===== src/rtl/hnf_txreq_lcrd_pkg.sv =====
// Shared CHI request-channel definitions for the HN-F TXREQ link sender.
// Includes the request flit layout, opcodes, the credit limit and the link state encoding.
package hnf_txreq_lcrd_pkg;

    localparam logic [5:0]  REQ_OPC_LCRDRETURN = 6'h00;
    localparam logic [5:0]  REQ_OPC_READNOSNP  = 6'h04;
    localparam int unsigned CHI_LCRD_MAX       = 15;
    localparam logic [10:0] CHI_SN_NODE_ID     = 11'h020;

    typedef struct packed {
        logic [3:0]  qos;
        logic [10:0] tgt_id;
        logic [10:0] src_id;
        logic [11:0] txn_id;
        logic [5:0]  opcode;
        logic [2:0]  size;
        logic [47:0] addr;
        logic        ns;
        logic        allow_retry;
        logic [3:0]  order;
        logic [3:0]  mem_attr;
        logic        exp_comp_ack;
    } reqflit_t;

    typedef enum logic [1:0] {
        STOP  = 2'd0,
        RUN   = 2'd1,
        DEACT = 2'd2
    } txlink_state_e;

    // Credit-return flits carry only the opcode and the SN target; every other field is zero.
    function automatic reqflit_t lcrd_return_flit();
        reqflit_t f;
        f        = '0;
        f.opcode = REQ_OPC_LCRDRETURN;
        f.tgt_id = CHI_SN_NODE_ID;
        return f;
    endfunction

endpackage


===== src/rtl/hnf_req_fifo.sv =====
// Synchronous FIFO of request flits with registered occupancy count.
// DEPTH must be a power of two so the pointers wrap naturally.
module hnf_req_fifo
    import hnf_txreq_lcrd_pkg::*;
#(
    parameter int unsigned DEPTH = 4
) (
    input  logic                         clock,
    input  logic                         reset,
    input  logic                         push,
    input  reqflit_t                     push_flit,
    input  logic                         pop,
    output reqflit_t                     head_flit,
    output logic                         full,
    output logic                         empty,
    output logic [$clog2(DEPTH+1)-1:0]   count
);

    localparam int unsigned PW = $clog2(DEPTH);
    localparam int unsigned CW = $clog2(DEPTH + 1);

    reqflit_t          mem_q [DEPTH];
    logic [PW-1:0]     wr_ptr_q;
    logic [PW-1:0]     rd_ptr_q;
    logic [CW-1:0]     cnt_q;
    logic              do_push;
    logic              do_pop;

    assign full      = (cnt_q == CW'(DEPTH));
    assign empty     = (cnt_q == '0);
    assign count     = cnt_q;
    assign head_flit = mem_q[rd_ptr_q];

    // A push while full is legal only when the head leaves in the same cycle.
    assign do_push = push && (!full || pop);
    assign do_pop  = pop && !empty;

    always_ff @(posedge clock) begin
        if (do_push) begin
            mem_q[wr_ptr_q] <= push_flit;
        end
    end

    always_ff @(posedge clock) begin
        if (reset) begin
            wr_ptr_q <= '0;
            rd_ptr_q <= '0;
            cnt_q    <= '0;
        end else begin
            if (do_push) begin
                wr_ptr_q <= wr_ptr_q + 1'b1;
            end
            if (do_pop) begin
                rd_ptr_q <= rd_ptr_q + 1'b1;
            end
            case ({do_push, do_pop})
                2'b10:   cnt_q <= cnt_q + 1'b1;
                2'b01:   cnt_q <= cnt_q - 1'b1;
                default: cnt_q <= cnt_q;
            endcase
        end
    end

endmodule


===== src/rtl/hnf_txreq_lcrd.sv =====
// HN-F to SN-F TXREQ link sender: buffers request flits, spends L-credits to send them,
// and returns every held credit while the link is being deactivated.
module hnf_txreq_lcrd
    import hnf_txreq_lcrd_pkg::*;
#(
    parameter int unsigned FIFO_DEPTH = 4,
    parameter int unsigned LCRD_MAX   = CHI_LCRD_MAX
) (
    input  logic     clock,
    input  logic     reset,
    input  logic     enq_valid,
    input  reqflit_t enq_flit,
    output logic     enq_ready,
    input  logic     link_active,
    output reqflit_t TXREQFLIT,
    output logic     TXREQFLITV,
    output logic     TXREQFLITPEND,
    input  logic     TXREQLCRDV,
    output logic     link_stopped,
    output logic     crd_err
);

    localparam int unsigned CW  = $clog2(LCRD_MAX + 1);
    localparam int unsigned FCW = $clog2(FIFO_DEPTH + 1);
    localparam logic [CW-1:0] CRD_MAX = CW'(LCRD_MAX);

    txlink_state_e  state_q;
    logic [CW-1:0]  crd_cnt_q;
    logic [CW-1:0]  crd_cnt_d;
    logic           crd_err_q;
    logic           crd_err_d;
    reqflit_t       flit_q;
    logic           flitv_q;

    reqflit_t       head_flit;
    logic           fifo_full;
    logic           fifo_empty;
    logic [FCW-1:0] fifo_count;

    logic           crd_avail;
    logic           send_req;
    logic           send_ret;
    logic           send;

    hnf_req_fifo #(
        .DEPTH (FIFO_DEPTH)
    ) u_fifo (
        .clock     (clock),
        .reset     (reset),
        .push      (enq_valid && !fifo_full),
        .push_flit (enq_flit),
        .pop       (send_req),
        .head_flit (head_flit),
        .full      (fifo_full),
        .empty     (fifo_empty),
        .count     (fifo_count)
    );

    // Sends are decided from the registered count only, so a credit is usable the cycle after
    // it arrives. Credit return in DEACT never pops the FIFO.
    assign crd_avail = (crd_cnt_q != '0);
    assign send_req  = (state_q == RUN) && !fifo_empty && crd_avail;
    assign send_ret  = (state_q == DEACT) && crd_avail;
    assign send      = send_req || send_ret;

    always_comb begin
        crd_cnt_d = crd_cnt_q;
        crd_err_d = crd_err_q;
        if (TXREQLCRDV && !send) begin
            if (crd_cnt_q == CRD_MAX) begin
                crd_err_d = 1'b1;
            end else begin
                crd_cnt_d = crd_cnt_q + 1'b1;
            end
        end else if (!TXREQLCRDV && send) begin
            crd_cnt_d = crd_cnt_q - 1'b1;
        end
    end

    always_ff @(posedge clock) begin
        if (reset) begin
            state_q   <= STOP;
            crd_cnt_q <= '0;
            crd_err_q <= 1'b0;
            flit_q    <= '0;
            flitv_q   <= 1'b0;
        end else begin
            crd_cnt_q <= crd_cnt_d;
            crd_err_q <= crd_err_d;
            flitv_q   <= send;
            if (send_ret) begin
                flit_q <= lcrd_return_flit();
            end else if (send_req) begin
                flit_q <= head_flit;
            end
            unique case (state_q)
                STOP: begin
                    if (link_active) state_q <= RUN;
                end
                RUN: begin
                    if (!link_active) state_q <= DEACT;
                end
                DEACT: begin
                    // Wait for the last return flit to leave the output register.
                    if (link_active) begin
                        state_q <= RUN;
                    end else if (!crd_avail && !flitv_q) begin
                        state_q <= STOP;
                    end
                end
                default: state_q <= STOP;
            endcase
        end
    end

    assign enq_ready     = !fifo_full;
    assign TXREQFLIT     = flit_q;
    assign TXREQFLITV    = flitv_q;
    assign TXREQFLITPEND = ((state_q == RUN) && (fifo_count != '0)) ||
                           ((state_q == DEACT) && crd_avail);
    assign link_stopped  = (state_q == STOP);
    assign crd_err       = crd_err_q;

endmodule


===== config.mk =====
export PLATFORM = sky130hd
export DESIGN_NAME = hnf_txreq_lcrd
export DESIGN_NICKNAME = d
export VERILOG_FILES = /design/src/rtl/hnf_txreq_lcrd_pkg.sv /design/src/rtl/hnf_req_fifo.sv /design/src/rtl/hnf_txreq_lcrd.sv
export SDC_FILE = /design/constraint.sdc
export NUM_CORES = 1
export LEC_CHECK = 0
export ABC_AREA = 1
export CORE_MARGIN = 3
export CORE_UTILIZATION = 49
export CTS_BUF_LIST = sky130_fd_sc_hd__clkbuf_4
export CTS_CLUSTER_SIZE = 10
export DETAILED_ROUTE_END_ITERATION = 10
export GPL_TIMING_DRIVEN = 0
export PLACE_DENSITY_LB_ADDON = 0.2
export REMOVE_ABC_BUFFERS = 1
export SETUP_SLACK_MARGIN = 0.3
export SYNTH_ARGS = -nofsm -noshare
export SYNTH_HDL_FRONTEND = slang
export SYNTH_SLANG_ARGS = --single-unit

===== constraint.sdc =====
create_clock -name clock -period 5.65 [get_ports clock]
set_clock_uncertainty 0.1 [all_clocks]
set_input_delay 0.8475 -clock clock [delete_from_list [all_inputs] [get_ports clock]]
set_output_delay 0.8475 -clock clock [all_outputs]
set_load 0.02 [all_outputs]

Figure 1. Clock nets.
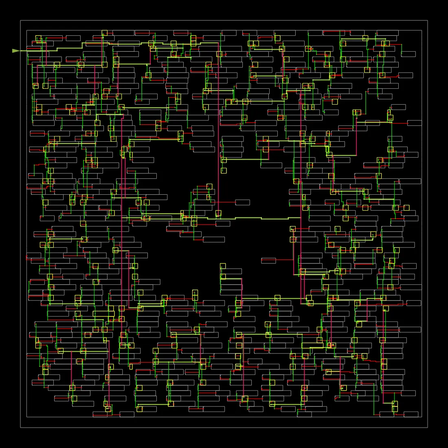
Layout clock buffers: 231
Flops: 547

Figure 2. Met3 routing.
Drawn at 2 px/um.
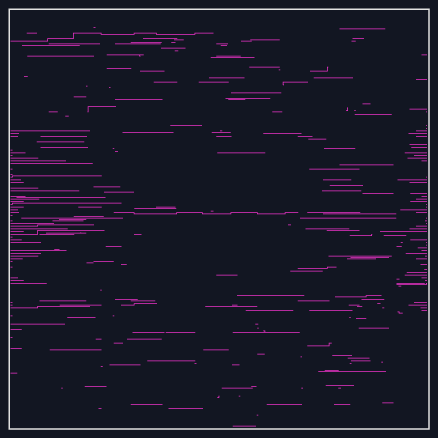
longest straight run = 54.5 um
main direction = horizontal

Figure 3. Signal metal coverage by tile.
Drawn at 2 px/um. The die is cut into 21 by 21 equal tiles; black is low, pale yellow is high, scaled to the fullest tile. Values are wire area over tile area, all layers added.
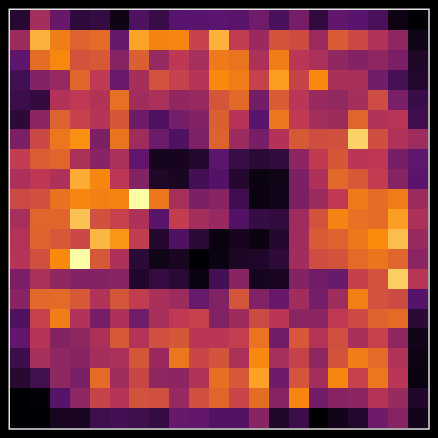
fullest tile = 0.41
mean over tiles = 0.18
tiles over half the peak = 37%

==> impl_metrics.xml <==
<?xml version="1.0" encoding="UTF-8"?>
<metrics>
  <group name="status">
    <metric name="status" unit="">finished, final reports clean</metric>
  </group>
  <group name="yosys">
    <metric name="yosys_register_bits" unit="">547</metric>
    <metric name="yosysMostFrequentCell" unit="">edfxtp_1</metric>
    <metric name="post_synth_and_or_nand_nor_area_fraction" unit="">0.09139</metric>
    <metric name="topCellsByArea" unit="">edfxtp_1 63%, dfxtp_1 12%, nor2_1 4.3%</metric>
    <metric name="synthAdderAreaFrac" unit="">0.006315</metric>
    <metric name="yosysSeqAreaShare" unit="">0.7519</metric>
    <metric name="netlist_top_cells_count" unit="">424 x edfxtp_1, 232 x nor2_1, 225 x nand2_1</metric>
    <metric name="average_footprint_of_a_synthesized_cell" unit="um^2">12.62</metric>
  </group>
  <group name="floorplanning">
    <metric name="die_width" unit="um">209.1</metric>
    <metric name="fp.dieArea" unit="um^2">43710</metric>
    <metric name="floorplan.die.height" unit="um">209.1</metric>
    <metric name="placementRows" unit="">73</metric>
    <metric name="well_tap_count" unit="">525</metric>
  </group>
  <group name="cells_and_area">
    <metric name="nNetsFinal" unit="">2005</metric>
    <metric name="signal_buffers" unit="">244</metric>
    <metric name="layout.area.comb" unit="um^2">4407</metric>
    <metric name="comb_cells" unit="">928</metric>
    <metric name="biggestCellCategory" unit="">registers</metric>
    <metric name="lay_top_count" unit="">edfxtp_1</metric>
    <metric name="layout_filler_cell_count" unit="">3242</metric>
    <metric name="final_cell_mix" unit="">424 x edfxtp_1, 231 x clkbuf_4, 228 x nor2_1, 225 x nand2_1, 221 x clkdlybuf4s50_1</metric>
    <metric name="signal_buffer_area_fraction" unit="">0.1093</metric>
    <metric name="area_growth_syn_to_layout" unit="%">23.68</metric>
    <metric name="comb-cell-share" unit="">0.1763</metric>
    <metric name="largest_register_ffs" unit="">424</metric>
    <metric name="seq_area" unit="um^2">15200</metric>
    <metric name="max_flop_register" unit="">u_fifo.mem_q</metric>
    <metric name="post_route_cell_area" unit="um^2">24990</metric>
  </group>
  <group name="placement">
    <metric name="dpl-instance-area" unit="um^2">23100</metric>
    <metric name="place_congestion" unit="">0.7389</metric>
    <metric name="numPortBuffers" unit="">221</metric>
    <metric name="dp_hpwl" unit="mm">25.04</metric>
    <metric name="placed_cells_incl_taps" unit="">2267</metric>
  </group>
  <group name="route">
    <metric name="drc_errors" unit="">0</metric>
    <metric name="route.vias.total" unit="">13520</metric>
    <metric name="firstDrtPassIters" unit="">5</metric>
    <metric name="route.detailed.wl_per_inst" unit="um">18.54</metric>
    <metric name="first_iter_violations" unit="">1009</metric>
  </group>
  <group name="setup_path">
    <metric name="startpoint_of_the_worst_register_to_register_path" unit="">crd_cnt_q[0]</metric>
    <metric name="endpoint" unit="">u_fifo.count[2]</metric>
    <metric name="critPathLaunchType" unit="">register</metric>
    <metric name="critPathRequiredTime" unit="ns">6.23</metric>
    <metric name="cp_slowest_stage_delay" unit="ns">0.67</metric>
    <metric name="critical_path.cell_chain" unit="">nor2_1 &gt; nand2_2 &gt; nand3_4 &gt; buf_16 &gt; clkinv_4 &gt; ha_1 &gt; inv_1 &gt; fa_1 &gt; a21oi_1 &gt; o21ai_0 &gt; o21ai_0 &gt; a21oi_1</metric>
    <metric name="reg2reg_slack" unit="ns">2.06</metric>
  </group>
  <group name="power">
    <metric name="power.density_cell_area" unit="nW/um^2">354.1</metric>
    <metric name="power.switching_fraction" unit="">0.2337</metric>
    <metric name="pwr.group.sequential" unit="mW">4.62</metric>
    <metric name="share_seq_of_total_power" unit="">0.522</metric>
    <metric name="clk-power" unit="mW">3.44</metric>
    <metric name="pwr-share-clk" unit="">0.388</metric>
  </group>
  <group name="global_routing">
    <metric name="grt_pass1_vias" unit="">13850</metric>
    <metric name="wire_length_of_the_first_global_routing_pass" unit="mm">74.12</metric>
    <metric name="grt-ovfl-total" unit="">0</metric>
    <metric name="top_usage_layer" unit="">met2</metric>
    <metric name="grt.met2_usage" unit="">0.3526</metric>
    <metric name="met1_track_demand_over_resource_in_global_routing" unit="">0.2730</metric>
  </group>
  <group name="cts">
    <metric name="htree_num_levels" unit="">4</metric>
    <metric name="clkLatencyLatePin" unit="ns">0.81</metric>
    <metric name="postCtsHoldBufs" unit="">0</metric>
    <metric name="clk_path_buf_depth" unit="">3</metric>
    <metric name="tritoncts" unit="">built</metric>
  </group>
  <group name="timing">
    <metric name="finalSetupViolCount" unit="">0</metric>
    <metric name="timing.max_slew.rel_slack" unit="">0.3862</metric>
    <metric name="totalNegativeSetupSlack" unit="ns">0</metric>
    <metric name="fin_ws" unit="ns">2.059</metric>
    <metric name="hold_viol_final" unit="">0</metric>
    <metric name="worst-slew-pin-transition" unit="ns">0.9207</metric>
    <metric name="rsz0062_at_grt" unit="">false</metric>
  </group>
  <group name="run">
    <metric name="drv.max_cap_violation_count" unit="">0</metric>
  </group>
  <group name="min_path">
    <metric name="hold_class" unit="">reg2reg</metric>
    <metric name="hold_path.startpoint" unit="">TXREQFLIT[50]</metric>
    <metric name="worst_hold_path.endpoint" unit="">TXREQFLIT[50]</metric>
  </group>
</metrics>
No activity file was given, so power comes from the tool's default toggle rates.
